<file path="config.mk">
export PLATFORM = sky130hd
export DESIGN_NAME = pipeline_hazard_controller_flat
export DESIGN_NICKNAME = d
export VERILOG_FILES = /design/src/rtl/pipeline_hazard_controller_pkg.sv /design/src/rtl/pipeline_hazard_controller_if.sv /design/src/rtl/pipeline_hazard_controller_sat_counter.sv /design/src/rtl/pipeline_hazard_controller.sv /design/src/flat_wrapper.sv
export SDC_FILE = /design/constraint.sdc
export NUM_CORES = 1
export LEC_CHECK = 0
export CAP_MARGIN = 20
export CORE_MARGIN = 10
export CORE_UTILIZATION = 49
export DETAILED_ROUTE_END_ITERATION = 7
export PLACE_DENSITY = 0.85
export SYNTH_ARGS = -nofsm -noshare
export SYNTH_HDL_FRONTEND = slang
export SYNTH_SLANG_ARGS = --single-unit
</file>
<file path="constraint.sdc">
create_clock -name clk -period 5.88 [get_ports clk]
set_input_delay 1.764 -clock clk [delete_from_list [all_inputs] [get_ports clk]]
set_output_delay 1.764 -clock clk [all_outputs]
set_load 0.03 [all_outputs]
</file>
<file path="src/rtl/pipeline_hazard_controller_pkg.sv">
// Shared types and encodings for the pipeline hazard controller.
// Forward-select encodings, the load result code and the memory-wait FSM states.
package pipeline_hazard_controller_pkg;

  localparam logic [1:0] FWD_RF  = 2'b00;
  localparam logic [1:0] FWD_WB  = 2'b01;
  localparam logic [1:0] FWD_MEM = 2'b10;

  localparam logic [1:0] RESULT_LOAD = 2'b01;

  localparam logic [0:0] ST_IDLE = 1'b0;
  localparam logic [0:0] ST_WAIT = 1'b1;

  typedef enum logic [0:0] {
    IDLE = ST_IDLE,
    WAIT = ST_WAIT
  } mem_state_e;

  typedef struct packed {
    logic [4:0] rd;
    logic       reg_write;
  } dest_t;

  // The M stage is younger than W, so its result takes priority.
  function automatic logic [1:0] fwd_select(input logic [4:0] rs,
                                            input dest_t      m,
                                            input dest_t      w);
    logic [1:0] sel;
    sel = FWD_RF;
    if (m.reg_write && (m.rd != 5'd0) && (m.rd == rs)) begin
      sel = FWD_MEM;
    end else if (w.reg_write && (w.rd != 5'd0) && (w.rd == rs)) begin
      sel = FWD_WB;
    end
    return sel;
  endfunction

endpackage

</file>
<file path="src/rtl/pipeline_hazard_controller_if.sv">
// Pipeline-side bundle for the hazard controller: register indices and memory
// handshake flow in, stall/flush/forward controls flow out.
interface pipeline_hazard_controller_if;

  logic [4:0] Rs1D;
  logic [4:0] Rs2D;
  logic [4:0] Rs1E;
  logic [4:0] Rs2E;
  logic [4:0] RdE;
  logic       RegWriteE;
  logic [1:0] ResultSrcE;
  logic       PCSrcE;
  logic       mem_req_m;
  logic       mem_ready;

  logic       StallF;
  logic       StallD;
  logic       StallE;
  logic       StallM;
  logic       FlushD;
  logic       FlushE;
  logic [1:0] ForwardAE;
  logic [1:0] ForwardBE;

  modport master (
    output Rs1D, Rs2D, Rs1E, Rs2E, RdE, RegWriteE, ResultSrcE, PCSrcE,
           mem_req_m, mem_ready,
    input  StallF, StallD, StallE, StallM, FlushD, FlushE, ForwardAE, ForwardBE
  );

  modport slave (
    input  Rs1D, Rs2D, Rs1E, Rs2E, RdE, RegWriteE, ResultSrcE, PCSrcE,
           mem_req_m, mem_ready,
    output StallF, StallD, StallE, StallM, FlushD, FlushE, ForwardAE, ForwardBE
  );

endinterface

</file>
<file path="src/rtl/pipeline_hazard_controller_sat_counter.sv">
// Event counter that sticks at all-ones instead of wrapping.
module sat_counter #(
  parameter int WIDTH = 16
) (
  input  logic             clk,
  input  logic             reset,
  input  logic             inc,
  output logic [WIDTH-1:0] count
);

  logic [WIDTH-1:0] count_d;
  logic [WIDTH-1:0] count_q;

  always_comb begin
    count_d = count_q;
    if (inc && (count_q != {WIDTH{1'b1}})) begin
      count_d = count_q + WIDTH'(1);
    end
  end

  always_ff @(posedge clk or posedge reset) begin
    if (reset) begin
      count_q <= '0;
    end else begin
      count_q <= count_d;
    end
  end

  assign count = count_q;

endmodule

</file>
<file path="src/rtl/pipeline_hazard_controller.sv">
// Stall, flush and forwarding control for the 5-stage pipeline, with shadow M/W
// destination tracking, a data-memory wait/timeout FSM and saturating counters.
module pipeline_hazard_controller
  import pipeline_hazard_controller_pkg::*;
#(
  parameter int CNT_W          = 16,
  parameter int TIMEOUT_CYCLES = 64
) (
  input  logic                          clk,
  input  logic                          reset,
  pipeline_hazard_controller_if.slave   hz,
  output logic [CNT_W-1:0]              stall_cycles,
  output logic [CNT_W-1:0]              flush_events,
  output logic                          mem_timeout
);

  localparam int                  WCNT_W   = $clog2(TIMEOUT_CYCLES + 1);
  localparam logic [WCNT_W-1:0]   WAIT_MAX = WCNT_W'(TIMEOUT_CYCLES);

  logic mem_stall;
  logic lw_stall;
  logic stall_f;
  logic stall_e;
  logic flush_d;
  logic flush_e;
  logic branch_flush;

  dest_t m_d;
  dest_t m_q;
  dest_t w_d;
  dest_t w_q;

  mem_state_e        state_d;
  mem_state_e        state_q;
  logic [WCNT_W-1:0] wait_cnt_d;
  logic [WCNT_W-1:0] wait_cnt_q;
  logic              timeout_d;
  logic              timeout_q;

  // A memory wait freezes the whole pipe, so branch and load-use actions wait for it.
  always_comb begin
    mem_stall    = hz.mem_req_m & ~hz.mem_ready;
    lw_stall     = (hz.ResultSrcE == RESULT_LOAD) && (hz.RdE != 5'd0) &&
                   ((hz.RdE == hz.Rs1D) || (hz.RdE == hz.Rs2D));
    stall_f      = 1'b0;
    stall_e      = 1'b0;
    flush_d      = 1'b0;
    flush_e      = 1'b0;
    branch_flush = 1'b0;
    if (!reset) begin
      if (mem_stall) begin
        stall_f = 1'b1;
        stall_e = 1'b1;
      end else begin
        stall_f      = lw_stall;
        flush_d      = hz.PCSrcE;
        flush_e      = lw_stall | hz.PCSrcE;
        branch_flush = hz.PCSrcE;
      end
    end
  end

  assign hz.StallF    = stall_f;
  assign hz.StallD    = stall_f;
  assign hz.StallE    = stall_e;
  assign hz.StallM    = stall_e;
  assign hz.FlushD    = flush_d;
  assign hz.FlushE    = flush_e;
  assign hz.ForwardAE = reset ? FWD_RF : fwd_select(hz.Rs1E, m_q, w_q);
  assign hz.ForwardBE = reset ? FWD_RF : fwd_select(hz.Rs2E, m_q, w_q);

  // Flushed bubbles still advance here; they arrive next cycle as RegWriteE=0.
  always_comb begin
    m_d = m_q;
    w_d = w_q;
    if (!mem_stall) begin
      m_d.rd        = hz.RdE;
      m_d.reg_write = hz.RegWriteE;
      w_d           = m_q;
    end
  end

  always_comb begin
    state_d    = state_q;
    wait_cnt_d = wait_cnt_q;
    timeout_d  = timeout_q;
    case (state_q)
      IDLE: begin
        if (mem_stall) begin
          state_d    = WAIT;
          wait_cnt_d = WCNT_W'(1);
        end
      end
      WAIT: begin
        if (hz.mem_ready || !hz.mem_req_m) begin
          state_d    = IDLE;
          wait_cnt_d = '0;
        end else begin
          if (wait_cnt_q != WAIT_MAX) begin
            wait_cnt_d = wait_cnt_q + WCNT_W'(1);
          end else begin
            timeout_d = 1'b1;
          end
        end
      end
      default: begin
        state_d    = IDLE;
        wait_cnt_d = '0;
      end
    endcase
  end

  always_ff @(posedge clk or posedge reset) begin
    if (reset) begin
      m_q        <= '0;
      w_q        <= '0;
      state_q    <= IDLE;
      wait_cnt_q <= '0;
      timeout_q  <= 1'b0;
    end else begin
      m_q        <= m_d;
      w_q        <= w_d;
      state_q    <= state_d;
      wait_cnt_q <= wait_cnt_d;
      timeout_q  <= timeout_d;
    end
  end

  assign mem_timeout = timeout_q;

  sat_counter #(.WIDTH(CNT_W)) u_stall_cnt (
    .clk   (clk),
    .reset (reset),
    .inc   (stall_f),
    .count (stall_cycles)
  );

  sat_counter #(.WIDTH(CNT_W)) u_flush_cnt (
    .clk   (clk),
    .reset (reset),
    .inc   (branch_flush),
    .count (flush_events)
  );

endmodule
</file>
<file path="src/flat_wrapper.sv">
// flat-port wrapper written by rule: the top's interface ports become plain ports
module pipeline_hazard_controller_flat import pipeline_hazard_controller_pkg::*;
#(
  parameter int CNT_W          = 16,
  parameter int TIMEOUT_CYCLES = 64
)
  (clk, reset, stall_cycles, flush_events, mem_timeout, hz_Rs1D, hz_Rs2D, hz_Rs1E, hz_Rs2E, hz_RdE, hz_RegWriteE, hz_ResultSrcE, hz_PCSrcE, hz_mem_req_m, hz_mem_ready, hz_StallF, hz_StallD, hz_StallE, hz_StallM, hz_FlushD, hz_FlushE, hz_ForwardAE, hz_ForwardBE);
  pipeline_hazard_controller_if hz_i ();
  input  logic clk;
  input  logic reset;
  output logic [CNT_W-1:0] stall_cycles;
  output logic [CNT_W-1:0] flush_events;
  output logic mem_timeout;
  input wire logic [$bits(hz_i.Rs1D)-1:0] hz_Rs1D;
  input wire logic [$bits(hz_i.Rs2D)-1:0] hz_Rs2D;
  input wire logic [$bits(hz_i.Rs1E)-1:0] hz_Rs1E;
  input wire logic [$bits(hz_i.Rs2E)-1:0] hz_Rs2E;
  input wire logic [$bits(hz_i.RdE)-1:0] hz_RdE;
  input wire logic [$bits(hz_i.RegWriteE)-1:0] hz_RegWriteE;
  input wire logic [$bits(hz_i.ResultSrcE)-1:0] hz_ResultSrcE;
  input wire logic [$bits(hz_i.PCSrcE)-1:0] hz_PCSrcE;
  input wire logic [$bits(hz_i.mem_req_m)-1:0] hz_mem_req_m;
  input wire logic [$bits(hz_i.mem_ready)-1:0] hz_mem_ready;
  output wire logic [$bits(hz_i.StallF)-1:0] hz_StallF;
  output wire logic [$bits(hz_i.StallD)-1:0] hz_StallD;
  output wire logic [$bits(hz_i.StallE)-1:0] hz_StallE;
  output wire logic [$bits(hz_i.StallM)-1:0] hz_StallM;
  output wire logic [$bits(hz_i.FlushD)-1:0] hz_FlushD;
  output wire logic [$bits(hz_i.FlushE)-1:0] hz_FlushE;
  output wire logic [$bits(hz_i.ForwardAE)-1:0] hz_ForwardAE;
  output wire logic [$bits(hz_i.ForwardBE)-1:0] hz_ForwardBE;
  assign hz_i.Rs1D = hz_Rs1D;
  assign hz_i.Rs2D = hz_Rs2D;
  assign hz_i.Rs1E = hz_Rs1E;
  assign hz_i.Rs2E = hz_Rs2E;
  assign hz_i.RdE = hz_RdE;
  assign hz_i.RegWriteE = hz_RegWriteE;
  assign hz_i.ResultSrcE = hz_ResultSrcE;
  assign hz_i.PCSrcE = hz_PCSrcE;
  assign hz_i.mem_req_m = hz_mem_req_m;
  assign hz_i.mem_ready = hz_mem_ready;
  assign hz_StallF = hz_i.StallF;
  assign hz_StallD = hz_i.StallD;
  assign hz_StallE = hz_i.StallE;
  assign hz_StallM = hz_i.StallM;
  assign hz_FlushD = hz_i.FlushD;
  assign hz_FlushE = hz_i.FlushE;
  assign hz_ForwardAE = hz_i.ForwardAE;
  assign hz_ForwardBE = hz_i.ForwardBE;
  pipeline_hazard_controller #(.CNT_W(CNT_W), .TIMEOUT_CYCLES(TIMEOUT_CYCLES)) u_core (.clk(clk), .reset(reset), .hz(hz_i), .stall_cycles(stall_cycles), .flush_events(flush_events), .mem_timeout(mem_timeout));
endmodule
</file>
==> results.ini, run 1 <==
[status]
status = completed

[grt]
grt_pass1_vias = 2542
grt_use_met3_pct = 3.48

[timing]
clock.fmax_mhz = 176
setup_tns_ns = 0
fin_crit_sh_pct = 96.7

[power]
power.internal_uw = 696
power.density_mw_per_mm2 = 274
power-top-group = sequential cells

[detailed_routing]
ant_nets = 0
top_layer = met4

[placed_design]
place_inst = 452
gp_congestion = 0.888

[yosys]
aoi_share_pct = 4.55
ys.flops = 53
yosys_most_used_dff = dfrtp_1
netlist_logic_family_top = simple AND/OR/NAND/NOR gates
synth-adder-area-share_pct = 1.73
syn_avg_cell_area_um2 = 9.48

[hold_path]
holdPathEnd = u_core.mem_timeout

[worst_setup_path]
cp.required_ns = 4.12

==> run 1: cells in the final DEF, fill, tap and decap left out, types with 3 or more instances in the layout <==
cell,netlist,final
xnor2_1,32,32
o22ai_1,3,3
nand2b_1,4,4
nor3b_1,3,3
nand2_1,56,56
nor2_1,20,20
ha_1,4,4
dfrtp_1,53,53
clkbuf_8,0,6
buf_4,2,9
nor3_1,8,8
clkdlybuf4s50_1,0,73
nand3b_1,3,3
nand4_1,9,9
and3_1,6,6
mux2_2,4,4
inv_1,7,6
xor2_1,27,27
nand3_1,22,22
nor4_1,7,7
o21ai_0,8,8
or4_1,5,5
==> run 1: area by class of cell <==
cell class,instances,area share [%]
inverter,8,0.876
sequential,53,34.4
multi-input combinational,237,38.7
timing repair buffer,82,20.7
tap,72,2.34
clock buffer,7,2.24
clock inverter,1,0.778
==> run_1/density.png <==
Drawn at 3 px/um. 10 x 10 tiles, from black (low) to pale yellow (high), 0 to 100% covered.
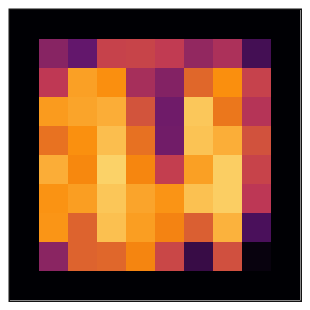
The mean over all tiles is 40%. The densest ninth of the die: center. 26% of the tiles are over 75% full. The fullest tile reaches 90%. 36% of the tiles are nearly empty.
FP Core Util: 51.5%
final core occ: 68.8%

==> run_1/clock_map.png <==
Drawn at 6 px/um.
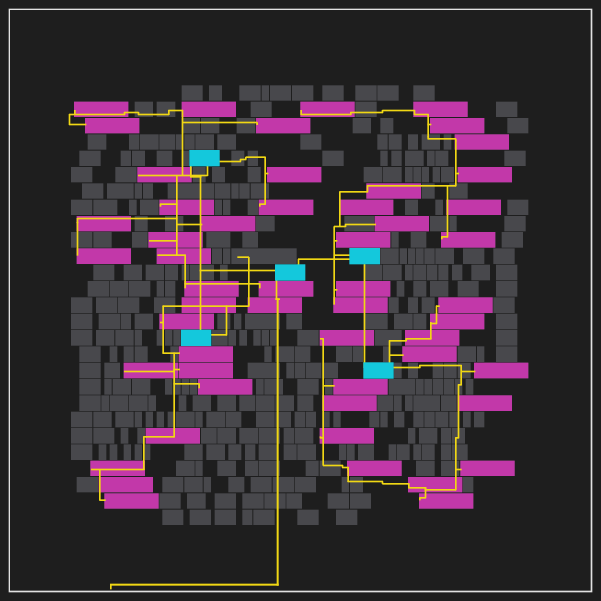
Cyan marks cells driving clock nets, count 5. Yellow marks clock wires, length 629 um. Magenta marks flip-flops, count 53.
There are 6 routed clock nets.
Power Clock: 255 uW
Clk pwr share: 24.2%

==> run_1/final_clocks.png <==
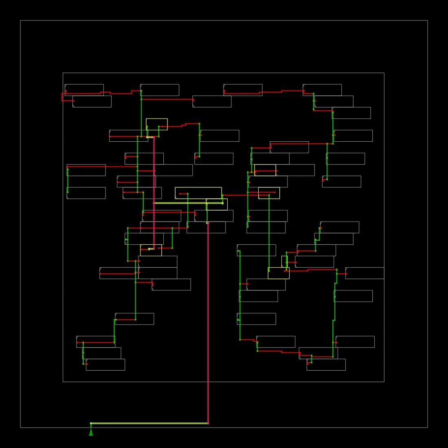
FF+latch count: 53
skew final: 0.0140 ns
CTS Sinks: 53

==> run_1/cell_classes.png <==
Drawn at 4 px/um. Fill, decap, tap and diode cells in gray.
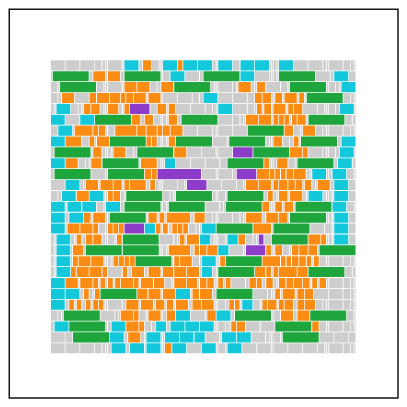

## Run 2: what changed since run 1
CORE_UTILIZATION = 50   (was 49)
DONT_BUFFER_PORTS = 1   (was not set)
PLACE_DENSITY = 0.7   (was 0.85)
==> run_2/cell_classes.png <==
Drawn at 4 px/um. Fill, decap, tap and diode cells in gray.
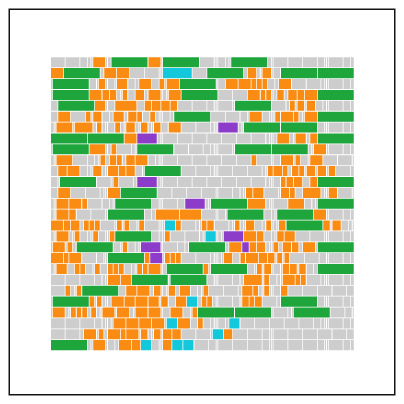
Orange marks all other logic, cells 245, share of their area 50%. Cyan marks other buffers and delay cells, cells 10, share of their area 2.9%. Purple marks clock drivers and dummy loads, cells 8, share of their area 3.2%. Green marks flip-flops, cells 53, share of their area 44%.
final instance area: 0.00313 mm2
Rows: 27

==> run_2/density.png <==
Drawn at 3 px/um. 10 x 10 tiles, from black (low) to pale yellow (high), 0 to 100% covered.
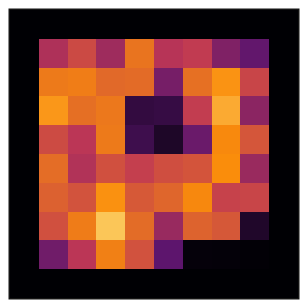
The mean over all tiles is 33%. 6.0% of the tiles are over 75% full. 39% of the tiles are nearly empty. The emptiest ninth of the die: south-east. The fullest tile reaches 88%.
core area: 0.00557 mm2
FP Core Util: 51.9%

==> results.ini, run 2 <==
[yosys]
largest_area_cell = dfrtp_1
syn_avg_cell_area_um2 = 9.48  ; unchanged
ys.flops = 53  ; unchanged
synth_async_sr_flop_share_pct = 100
yosys_most_used_dff = dfrtp_1

[clock_network]
clkSinkCount = 53  ; unchanged
h-tree-depth = 2

[timing]
clock.fmax_mhz = 200  ; +14%
setup_tns_ns = 0  ; unchanged
fin_crit_sh_pct = 85.1  ; -12 points

[detailed_routing]
ant_nets = 0  ; unchanged

[power]
power.internal_uw = 570  ; -18%
p_clk_share_pct = 23.3  ; -0.9 points
power.density_mw_per_mm2 = 290  ; +5.8%
power-top-group = sequential cells
p_sw_share_pct = 37.1
p_clk_uw = 212  ; -17%

[finish]
buf_share_pct = 2.80  ; -18 points
nNonClkBuffers = 10  ; -88%
dominant_cells = logic gates
lay_top_cells = nand2_1, dfrtp_1, xnor2_1
clk_share_pct = 3.08  ; +0.065 points
lay_top_count = nand2_1
inverters = 8  ; unchanged
comb_cells = 237  ; unchanged
seq_cells = 53  ; unchanged

[placed_design]
place_inst = 380  ; -16%

[hold_path]
holdPathEnd = u_core.m_q[0]
hold_class = reg -> reg
hp-start = u_core.m_q[0]

[worst_setup_path]
cp.required_ns = 4.12  ; about the same

[grt]
track_usage_pct = 14.7
grt_pass1_vias = 2136  ; -16%

[status]
status = completed

==> run_2/final_clocks.png <==
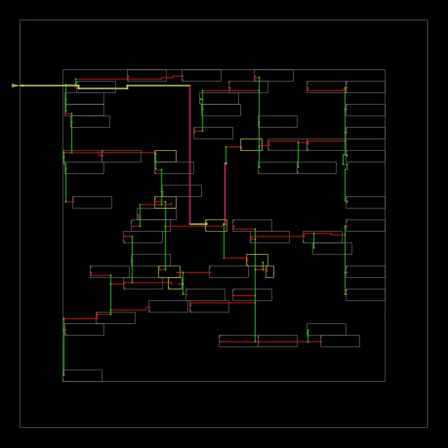
clk latency late pin: 0.30 ns
cts bufs inserted: 5
clkbuf count: 6
skew final: 0.00779 ns

==> run 2: cell counts after synthesis <==
No cell type changed its count.
==> run 2: routing by layer <==
layer	vias up	routed length [um]
met3	4	478
li1	1064	-
met1	997	2680
met2	49	3180
met4	0	46
met5	-	0
==> run 2: cell families (layout without fill, tap and decap cells) <==
group,Yosys count,after routing,synth area share [%]
AND-OR/OR-AND,20,20,4.55
XOR/XNOR,59,59,17.9
adder cells (fa/ha/maj),4,4,1.73
buffers and inverters,15,26,2.47
flip-flops,53,53,45.9
multiplexers,4,4,1.56
AND/OR/NAND/NOR,150,150,25.9
==> run 2: critical path, stage by stage <==
cell	delay, ns
or4_1	0.52
nor2_1	0.19
nor4b_2	0.10
a21oi_4	0.35
inv_1	0.13
buf_12	0.17
No activity file was given, so power comes from the tool's default toggle rates.
